==> config.mk <==
export PLATFORM = sky130hd
export DESIGN_NAME = rptr_empty
export DESIGN_NICKNAME = d
export VERILOG_FILES = /design/src/rtl/rptr_empty.sv
export SDC_FILE = /design/constraint.sdc
export NUM_CORES = 1
export LEC_CHECK = 0
export CAP_MARGIN = 20
export CORE_MARGIN = 5
export CORE_UTILIZATION = 43
export DETAILED_ROUTE_END_ITERATION = 16
export GPL_ROUTABILITY_DRIVEN = 0
export HOLD_SLACK_MARGIN = 0.08
export PLACE_DENSITY = 0.74
export SLEW_MARGIN = 10
export SYNTH_ARGS = -nofsm -noshare
export SYNTH_HDL_FRONTEND = slang
export SYNTH_SLANG_ARGS = --single-unit
==> constraint.sdc <==
create_clock -name rclk -period 2.9 [get_ports rclk]
set_input_delay 0.435 -clock rclk [delete_from_list [all_inputs] [get_ports rclk]]
set_output_delay 0.435 -clock rclk [all_outputs]
set_load 0.03 [all_outputs]
Fig. 1: run 1, placement view
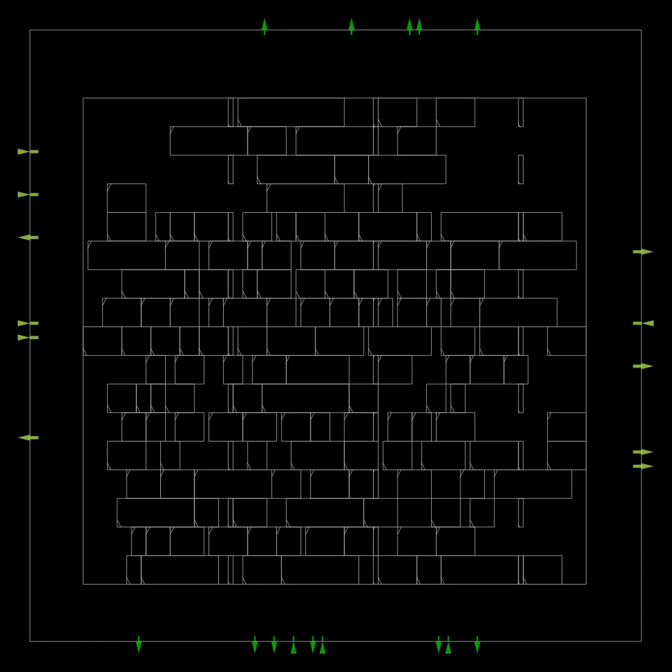
Row Count: 17
Finished Layout Cells: 174
tap cells: 28
flop count: 16

Fig. 2: run 1, sequential cells coloured by netlist name
Bar = 20 um. Other sequential cells in the stronger grey, the rest of the logic in the fainter grey.
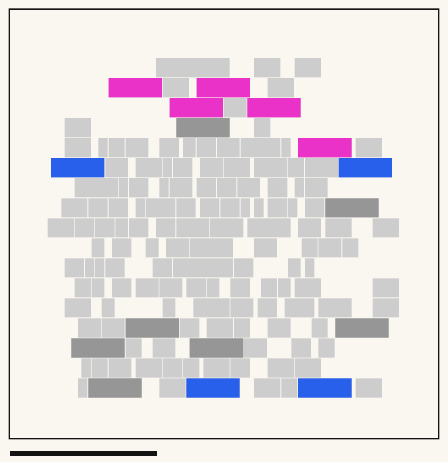
colour	netlist name	sequential cells
blue	rptr	4
magenta	rlevel	5
not coloured	7
power dissipated in sequential cells: 0.250 mW
FF+latch area: 320 sq um
final core utilization: 64.6%
sequential cell area share: 22.4%

Fig. 3: run 1, nets reached from selected ports
Bar = 20 um.
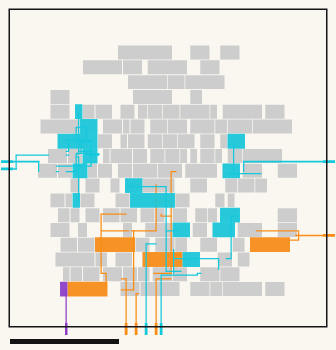
colour	port	direction	edge	end cells	buffers	wire
purple	runderflow	output	bottom	1	0	6.30 um
cyan	rq2_wptr	input	2 bottom, 2 left, 1 right	15	9	191 um
orange	raddr	output	3 bottom, 1 right	4	4	122 um
PortBufs: 23
number of top-level design ports: 25

==> results.txt, run 1 <==
Reports from this run.

- The pre-CTS worst setup slack reads -0.174 ns.
- The flow ran to the end, and the final reports show no timing, DRC or antenna violations.
- In the placement report, post-DP HPWL is listed as 1850 um.
- Per the post-synthesis report, the nets total 117.
- The number of distinct library cells after synthesis is 35.
- The commonest non-fill, non-tap cell in the layout reads sky130_fd_sc_hd__clkdlybuf4s50_1.
- The adder-cell share of the synthesized area reads 6.27%.
- The sum of routed wire segments on met1 reads 979 um.
- The total length of routed met2 wires reads 1100 um.
- The post-CTS resize count is 0.
- The first TritonRoute pass finished after 5 iterations.
- The prevailing post-synth register cell is sky130_fd_sc_hd__dfxtp_1.
- Summing over every cut layer, the via total after detailed routing is 864.
- The class of the most critical setup path is in2reg.
- The clock net sink count is 16.
- The class of the tightest hold or removal check reads reg2reg.
- At the floorplan stage, the core utilization is reported as 45.1%.
- The area of the die reads 3380 sq um.
- The final hold slack reads 0.726 ns.
- The library cell appearing most often on the critical path is sky130_fd_sc_hd__ha_1.
- The root buffer selected by CTS is sky130_fd_sc_hd__clkbuf_4.
- The global routing met3 resource utilization reads 2.23%.
- The synthesis report lists the most area-consuming cells as sky130_fd_sc_hd__dfxtp_1 (32%), sky130_fd_sc_hd__xnor2_1 (13%), sky130_fd_sc_hd__and2_1 (6.3%).
Fig. 4: run 1, supply network
Bar = 20 um. Pins as bars on the die edge. Tap cells in grey.
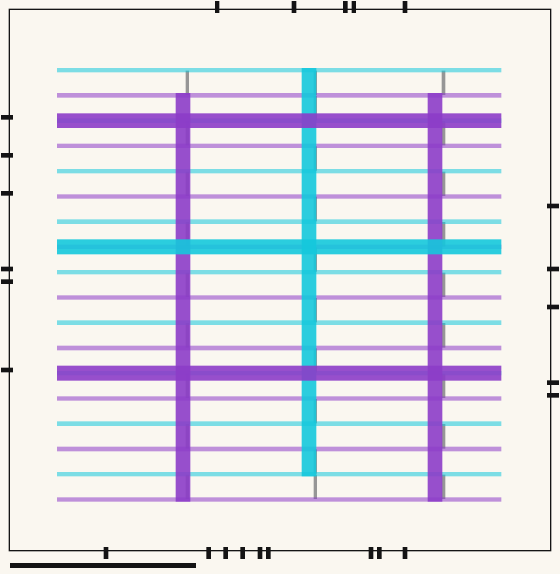

==> inputs of run 2 (changes only) <==
--- a/config.mk
+++ b/config.mk
@@ -7,11 +7,13 @@
 export LEC_CHECK = 0
 export CAP_MARGIN = 20
 export CORE_MARGIN = 5
-export CORE_UTILIZATION = 43
+export CORE_UTILIZATION = 48
 export DETAILED_ROUTE_END_ITERATION = 16
 export GPL_ROUTABILITY_DRIVEN = 0
 export HOLD_SLACK_MARGIN = 0.08
-export PLACE_DENSITY = 0.74
+export PLACE_DENSITY = 0.78
+export SETUP_SLACK_MARGIN = 0.02
+export SKIP_LAST_GASP = 1
 export SLEW_MARGIN = 10
 export SYNTH_ARGS = -nofsm -noshare
 export SYNTH_HDL_FRONTEND = slang
==> constraint.sdc (replaced) <==
create_clock -name rclk -period 2.6 [get_ports rclk]
set_input_delay 0.39 -clock rclk [delete_from_list [all_inputs] [get_ports rclk]]
set_output_delay 0.39 -clock rclk [all_outputs]
set_load 0.03 [all_outputs]
Fig. 5: run 2, supply network
Bar = 20 um. Pins as bars on the die edge. Tap cells in grey.
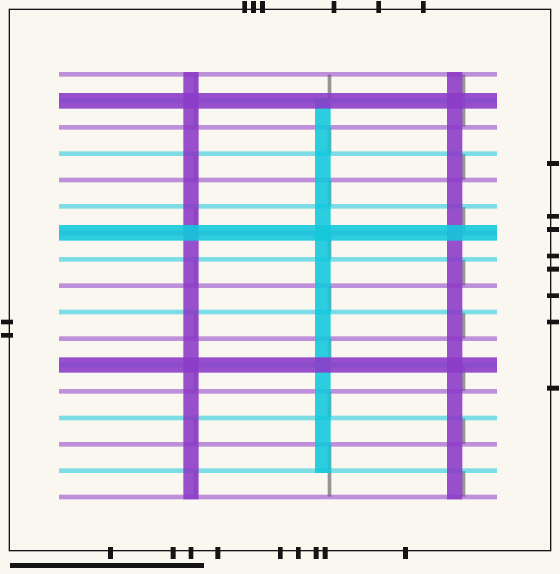
colour	net
purple	VSS
cyan	VDD
rows	16
met4 straps	3
met5 straps	3
met1 rails	17
Die Span Y: 55.6 um
worst IR drop on VDD: 0.000420 V
core region area: 1960 sq um
width of the chip: 55.6 um

==> run 2 against run 1 <==
Net effect: critical endpoint unchanged; critical path depth is 1 higher; total power grew 13%; synthesized cell count unchanged; clock-buffer cell count shrank 1; synthesized area stayed put; setup slack worse by 0.12 ns; highest routed layer unchanged; flip-flop count is the same; clock skew grew 0.0054 ns; sequential share of layout area is 1.9 points lower; first-iteration DRC count up 21%; die area shrank 8.7%.
==> results.txt, run 2 <==
Reports from this run.

- The register-to-register path setup slack reads 0.29 ns.
- The HPWL after detailed placement reads 1850 um.
- The adder-cell share of the synthesized area is 6.27%.
- By area the synthesized netlist is led by sky130_fd_sc_hd__dfxtp_1 (32%), sky130_fd_sc_hd__xnor2_1 (13%), sky130_fd_sc_hd__and2_1 (6.3%).
- The number of nets at floorplan is 117.
- Leaving out buffers and inverters, the combinational logic in the layout accounts for 733 sq um.
- The sequential cell area share reads 20.5%.
- Row generation in the floorplan step produced 16 rows.
- The class of the most critical setup path reads in2reg.
- The total power is 0.797 mW.
- The root buffer selected by CTS reads sky130_fd_sc_hd__clkbuf_4.
- The worst clock skew on the final layout reads 0.00696 ns.
- The library cell appearing most often on the critical path reads sky130_fd_sc_hd__ha_4.
- The final hold slack is 0.768 ns.
- The largest family of logic cells by area is XOR/XNOR gates.
- The class of the tightest hold or removal check reads in2reg.
- There are 16 flip-flops and latches.
- The post-CTS resize count is 7.
- The sum of routed wire segments on met1 reads 1080 um.
- The finished layout holds 180 standard cells, fillers aside.
- The global routing report lists met3 layer usage as 3.02%.
- Before antenna repair, the detailed router went through 4 iterations.
- The pre-placement core utilization is 50.8%.
- The clock net sink count reads 16.
- The number of distinct library cells after synthesis reads 35.
- The routed via count is 939.
- The post-synthesis sequential area ratio reads 32.1%.
- STA classifies the critical path endpoint as a flop.
- In the final layout, excluding clock buffers the buffer count is 50.
- Pin placement for this block handled 25 I/O pins.
- The prevailing post-synth register cell reads sky130_fd_sc_hd__dfxtp_1.
- The commonest non-fill, non-tap cell in the layout reads sky130_fd_sc_hd__buf_4.
- The flow ran to the end, and the final reports show no timing, DRC or antenna violations.
- The count of buffers added on input and output ports is 23.
- The pre-CTS worst setup slack reads -0.346 ns.
- Per the OpenROAD floorplan log, the area of the die is 3090 sq um.
- The total length of routed met2 wires reads 1420 um.
Fig. 6: run 2, sequential cells coloured by netlist name
Bar = 20 um. Other sequential cells in the stronger grey, the rest of the logic in the fainter grey.
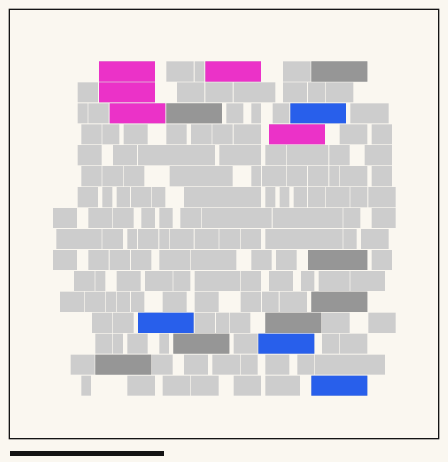
FF+latch area: 322 sq um
final core utilization: 79.8%
power dissipated in sequential cells: 0.282 mW

No activity file was given, so power comes from the tool's default toggle rates.
